==> src/rtl/elastic_reg_pipe_if.sv <==
// Handshake bundle for elastic_reg_pipe: upstream/downstream valid-ready pairs,
// flush and the occupancy count. The DUT takes the slave side.
interface elastic_reg_pipe_if #(
  parameter int WIDTH = 8,
  parameter int DEPTH = 4
);
  localparam int OCC_W = $clog2(DEPTH + 1);

  logic             flush;
  logic             in_valid;
  logic             in_ready;
  logic [WIDTH-1:0] in_data;
  logic             out_valid;
  logic             out_ready;
  logic [WIDTH-1:0] out_data;
  logic [OCC_W-1:0] occupancy;

  modport master (
    output flush, in_valid, in_data, out_ready,
    input  in_ready, out_valid, out_data, occupancy
  );

  modport slave (
    input  flush, in_valid, in_data, out_ready,
    output in_ready, out_valid, out_data, occupancy
  );
endinterface

==> src/rtl/elastic_reg_pipe.sv <==
// Elastic register pipeline: DEPTH valid/data stages with a combinational ready
// chain so empty stages keep accepting while the output side is stalled.
module elastic_reg_pipe_stage #(
  parameter int               WIDTH     = 8,
  parameter logic [WIDTH-1:0] RESET_VAL = '0
) (
  input  logic             clk,
  input  logic             rst_n,
  input  logic             flush,
  input  logic             load,
  input  logic             up_vld,
  input  logic [WIDTH-1:0] up_data,
  output logic             vld_q,
  output logic [WIDTH-1:0] data_q
);
  logic             vld_d;
  logic [WIDTH-1:0] data_d;

  // Data only moves with a valid item, so a bubble never overwrites a held value.
  always_comb begin
    vld_d  = vld_q;
    data_d = data_q;
    if (flush) begin
      vld_d = 1'b0;
    end else if (load) begin
      vld_d = up_vld;
      if (up_vld) data_d = up_data;
    end
  end

  always_ff @(posedge clk) begin
    if (!rst_n) begin
      vld_q  <= 1'b0;
      data_q <= RESET_VAL;
    end else begin
      vld_q  <= vld_d;
      data_q <= data_d;
    end
  end
endmodule

module elastic_reg_pipe #(
  parameter int               WIDTH     = 8,
  parameter int               DEPTH     = 4,
  parameter logic [WIDTH-1:0] RESET_VAL = '0
) (
  input logic               clk,
  input logic               rst_n,
  elastic_reg_pipe_if.slave bus
);
  localparam int OCC_W = $clog2(DEPTH + 1);

  logic [DEPTH-1:0]            vld_q;
  logic [DEPTH-1:0][WIDTH-1:0] data_q;
  logic [DEPTH-1:0]            up_vld;
  logic [DEPTH-1:0][WIDTH-1:0] up_data;
  logic [DEPTH:0]              rdy;
  logic [OCC_W-1:0]            occ;

  // A stage is ready if it is empty or everything below it can move.
  always_comb begin
    rdy        = '0;
    rdy[DEPTH] = bus.out_ready;
    for (int i = DEPTH - 1; i >= 0; i--) begin
      rdy[i] = !vld_q[i] || rdy[i+1];
    end
  end

  always_comb begin
    up_vld     = '0;
    up_data    = '0;
    up_vld[0]  = bus.in_valid;
    up_data[0] = bus.in_data;
    for (int i = 1; i < DEPTH; i++) begin
      up_vld[i]  = vld_q[i-1];
      up_data[i] = data_q[i-1];
    end
  end

  for (genvar g = 0; g < DEPTH; g++) begin : g_stage
    elastic_reg_pipe_stage #(
      .WIDTH     (WIDTH),
      .RESET_VAL (RESET_VAL)
    ) u_stage (
      .clk     (clk),
      .rst_n   (rst_n),
      .flush   (bus.flush),
      .load    (rdy[g]),
      .up_vld  (up_vld[g]),
      .up_data (up_data[g]),
      .vld_q   (vld_q[g]),
      .data_q  (data_q[g])
    );
  end

  always_comb begin
    occ = '0;
    for (int i = 0; i < DEPTH; i++) begin
      occ = occ + OCC_W'(vld_q[i]);
    end
  end

  assign bus.in_ready  = rdy[0] && !bus.flush;
  assign bus.out_valid = vld_q[DEPTH-1] && !bus.flush;
  assign bus.out_data  = data_q[DEPTH-1];
  assign bus.occupancy = occ;
endmodule

==> src/flat_wrapper.sv <==
// flat-port wrapper written by rule: the top's interface ports become plain ports
module elastic_reg_pipe_flat 
#(
  parameter int               WIDTH     = 8,
  parameter int               DEPTH     = 4,
  parameter logic [WIDTH-1:0] RESET_VAL = '0
)
  (clk, rst_n, bus_flush, bus_in_valid, bus_in_data, bus_out_ready, bus_in_ready, bus_out_valid, bus_out_data, bus_occupancy);
  elastic_reg_pipe_if #(.WIDTH(WIDTH), .DEPTH(DEPTH)) bus_i ();
  input logic clk;
  input logic rst_n;
  input wire logic [$bits(bus_i.flush)-1:0] bus_flush;
  input wire logic [$bits(bus_i.in_valid)-1:0] bus_in_valid;
  input wire logic [$bits(bus_i.in_data)-1:0] bus_in_data;
  input wire logic [$bits(bus_i.out_ready)-1:0] bus_out_ready;
  output wire logic [$bits(bus_i.in_ready)-1:0] bus_in_ready;
  output wire logic [$bits(bus_i.out_valid)-1:0] bus_out_valid;
  output wire logic [$bits(bus_i.out_data)-1:0] bus_out_data;
  output wire logic [$bits(bus_i.occupancy)-1:0] bus_occupancy;
  assign bus_i.flush = bus_flush;
  assign bus_i.in_valid = bus_in_valid;
  assign bus_i.in_data = bus_in_data;
  assign bus_i.out_ready = bus_out_ready;
  assign bus_in_ready = bus_i.in_ready;
  assign bus_out_valid = bus_i.out_valid;
  assign bus_out_data = bus_i.out_data;
  assign bus_occupancy = bus_i.occupancy;
  elastic_reg_pipe #(.WIDTH(WIDTH), .DEPTH(DEPTH), .RESET_VAL(RESET_VAL)) u_core (.clk(clk), .rst_n(rst_n), .bus(bus_i));
endmodule
==> config.mk <==
export PLATFORM = sky130hd
export DESIGN_NAME = elastic_reg_pipe_flat
export DESIGN_NICKNAME = d
export VERILOG_FILES = /design/src/rtl/elastic_reg_pipe_if.sv /design/src/rtl/elastic_reg_pipe.sv /design/src/flat_wrapper.sv
export SDC_FILE = /design/constraint.sdc
export NUM_CORES = 1
export LEC_CHECK = 0
export CAP_MARGIN = 20
export CORE_ASPECT_RATIO = 1.2
export CORE_MARGIN = 5
export CORE_UTILIZATION = 30
export CTS_CLUSTER_SIZE = 16
export DETAILED_ROUTE_END_ITERATION = 10
export GPL_TIMING_DRIVEN = 0
export PLACE_DENSITY = 0.48
export SYNTH_ARGS = -nofsm -noshare
export SYNTH_HDL_FRONTEND = slang
export SYNTH_HIERARCHICAL = 1
export SYNTH_SLANG_ARGS = --single-unit
==> constraint.sdc <==
create_clock -name clk -period 1.98 [get_ports clk]
set_input_delay 0.297 -clock clk [delete_from_list [all_inputs] [get_ports clk]]
set_output_delay 0.297 -clock clk [all_outputs]
set_load 0.05 [all_outputs]
**Routed clock nets over the placement**

(6 px per um)
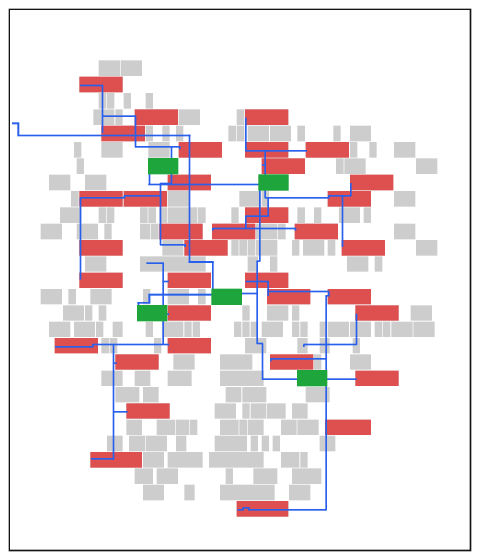
[red] flip-flops | count: 36
[green] clock-net drivers | count: 5
[blue] clock wires | length: 462 um
routed clock nets	6
Clock power frac: 0.422
Clock Skew: 0.00690 ns
clk latency late pin: 0.28 ns

**Supply network**

(6 px per um) Pins as bars on the die edge.
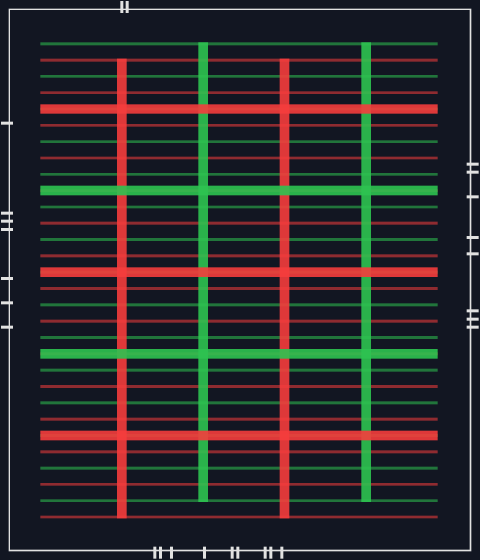
color	net
green	VDD
red	VSS
met5 straps	5
met1 rails	30
met4 straps	4
signal pins	26
DIE WIDTH: 76.6 um
peak supply drop: 0.382 mV

==> flow_summary.toml <==
# yosys + openroad results
[worst_setup_path]
cp.required_ns = 1.68
r2r_slack_ns = 0.57
critical_path_arrival_ns = 1.82
start_kind = "register"
crit_fanout = 2
reg2reg_from = "u_core/g_stage[3].u_stage/vld_q"
worstRegToRegCells = 6
crit_type = "register to primary output"
r2r_end = "u_core/g_stage[0].u_stage/data_q[2]"
endpoint_kind = "primary output"

[floorplanning]
rows = 29
chip_area_mm2 = 0.00689
pin_count = 26

[synthesis]
netlist_area_mm2 = 0.00160
muxShareOfSynthArea = 0.226
ys_sh_simple = 0.211
ys_seq_frac = 0.451
xor_area_frac = 0
ys_warn_count = 6
logic_family = "multiplexers"
synth.cellmix.compoundShare = 0.0102
yosysCellCount = 171
fp_nets = 187
avgSynthCellArea_um2 = 9.34
ys_area_mm2 = 0.00160
ys_ff = 36
fa_ha_area_frac = 0.0282
ys_types = 16
synthCells = 171

[run]
warning_count = 28
maxCapViolCount = 0

[routing]
dr_total_vias = 1176
drc = 0
post_drt_wl_per_cell_um = 11.7
postRouteAntennaNets = 0
dr.pass1.iters = 6
drtIter0Drc = 28
vias_per_cell = 4.39
wl_mm = 3.14

[clock_tree]
clk_pin_slew_ns = 0.07
ctsResizeCount = 32
cts_setup_buffers = 3
holdBufCountCts = 0
cts_htree_levels = 2
clockRootBuffer = "clkbuf_8"
clk_path_buf_depth = 2
cts_buffers = 5
cts.sinks = 36
cts_tree = "built"

[timing]
period_minus_slack_ns = 2.12
max_freq_mhz = 472
fin_ws_ns = -0.139
report.final.slew_viol_count = 0
min_period_over_period = 1.07
finalSetupViolCount = 2
tightestPinTransition_ns = 0.507
hold_viol_final = 0
whs_ns = 0.319
grt_setup_unrepaired = "yes"
relSlewSlack = 0.664

[power_and_ir_drop]
sw_frac_of_total = 0.211
power.switching_w = 0.000310
power_density_mw_per_mm2 = 706
intPower_w = 0.00116
power.total_w = 0.00147
p_seq_frac = 0.502
p_leak_nw = 0.774
p_comb_frac = 0.076

[final_layout]
fillerInstances = 555
fin_cells = 268
diodes = 0
area_growth_pct = 30.5
nets = 221
final_layout_size_suffix_gt1_frac = 0.175

[placement]
port_buffers = 24
placed_cells = 257
dpl.hpwl_mm = 2.40
dp_slack_ns = -0.694
finalWeightedCongestion = 0.690

[worst_hold_path]
hold_path_depth = 3
min-delay-start = "rst_n"
whs_endpoint = "u_core/g_stage[2].u_stage/data_q[6]"
min-delay-path-class = "input pin to register"

[grt]
grt_antenna_before_repair = 0
grt_max_degree = 12
grt_overflow = 0
grt_usage = 0.0982
grt_pass1_wl_mm = 5.58
grt_pass1_vias = 1266

[run_status]
outcome = "finished, violations left"
violations = "negative setup slack"
**Cell area per tile**

(3 px per um) 8 x 9 tiles, from white (low) to dark blue (high), 0 to 100% covered.
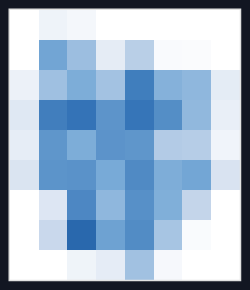
fullest tile	78%
mean over tiles	29%
densest ninth of the die	center
post-layout util: 0.399
Core Util at FP: 0.306
core area: 0.00523 mm2

[synthesized netlist by cell type (all sizes together)]
library cell	instances	share of area
a41oi	1	0.010
and3b	4	0.022
buf	12	0.060
dfxtp	36	0.45
fa	1	0.013
ha	2	0.016
inv	6	0.014
mux2i	36	0.23
nand2	65	0.15
nand3	1	0.0031
nand4	1	0.0039
nor2	1	0.0023
nor2b	1	0.0086
nor3b	4	0.019
[how the worst max path moves through the flow]
stage                                     from               end  slack (ns)  cells past startpoint
6_report       u_core/g_stage[0].u_stage/vld_q  bus_occupancy[1]       -0.14                      6
3_5_place_dp   u_core/g_stage[2].u_stage/vld_q  bus_occupancy[1]       -0.69                      6
4_1_cts        u_core/g_stage[2].u_stage/vld_q  bus_occupancy[1]       -0.18                      6
5_1_grt        u_core/g_stage[0].u_stage/vld_q  bus_occupancy[1]       -0.22                      6
2_1_floorplan  u_core/g_stage[2].u_stage/vld_q  bus_occupancy[1]        0.06                      5
3_3_place_gp   u_core/g_stage[2].u_stage/vld_q  bus_occupancy[1]       -0.63                      6
[power groups by stage]
stage | logic (W) | clock network, W | registers [W]
after global placement | 0.000102 | 0 | 0.000758
after CTS | 0.000111 | 0.000652 | 0.000738
final | 0.000111 | 0.000622 | 0.000739
after global routing | 0.000121 | 0.000680 | 0.000740
after floorplan | 0.0000663 | 0 | 0.000756
after detailed placement | 0.000107 | 0 | 0.000758
[layout by cell type (no fill, tap or decap), types with 2 or more instances in the layout]
cell / instances
clkbuf_8: 5
and3b_1: 4
inv_2: 3
inv_1: 3
buf_6: 5
dfxtp_1: 33
buf_8: 2
nor3b_1: 4
clkdlybuf4s50_1: 19
buf_2: 4
nand2_1: 65
buf_4: 7
mux2i_1: 36
ha_4: 2
dfxtp_4: 2
[metrics by stage]
| stage | cell area (um2) | TNS, ns |
|---|---|---|
| after floorplan | 1600 | 0 |
| after global placement | 1920 | -1.84 |
| after detailed placement | 1920 | -2.07 |
| after CTS | 2070 | -0.312 |
| after global routing | 2080 | -0.366 |
| final | 2080 | -0.161 |
[kinds of logic after synthesis]
group                    after synthesis
AND-OR/OR-AND                          1
adder cells (fa/ha/maj)                3
buffers and inverters                 18
flip-flops                            36
AND/OR/NAND/NOR                       77
multiplexers                          36
[critical path, cell delays in order, from the launching register on]
cell and delay [ns]:
dfxtp_4 0.35, inv_2 0.04, fa_1 0.55, inv_2 0.05
ha_4 0.15, ha_4 0.26, buf_8 0.14
[area by class of cell]
class / count / area [um2] / share of cell area
multi-input cells: 117 / 785 / 0.376
flip-flops and latches: 36 / 729 / 0.350
repair buffers: 27 / 268 / 0.128
clock buffers: 6 / 72.6 / 0.0348
plain buffers: 12 / 95.1 / 0.0456
clock inverters: 2 / 35.0 / 0.0168
well taps: 62 / 77.6 / 0.0372
inverters: 6 / 22.5 / 0.0108
[registers in the layout, indices dropped and copies added, names as in the netlist]
register / flops
u_core/g_stage.u_stage/data_q: 32
u_core/g_stage.u_stage/vld_q: 4
[routing by layer]
metal	up-vias	wire (um)	GRT usage
met4	0	21	0.0525
met2	19	1610	0.176
li1	615	-	-
met1	540	1350	0.103
met5	-	0	0
met3	2	157	0.0260
Power and IR drop assume default switching activity.
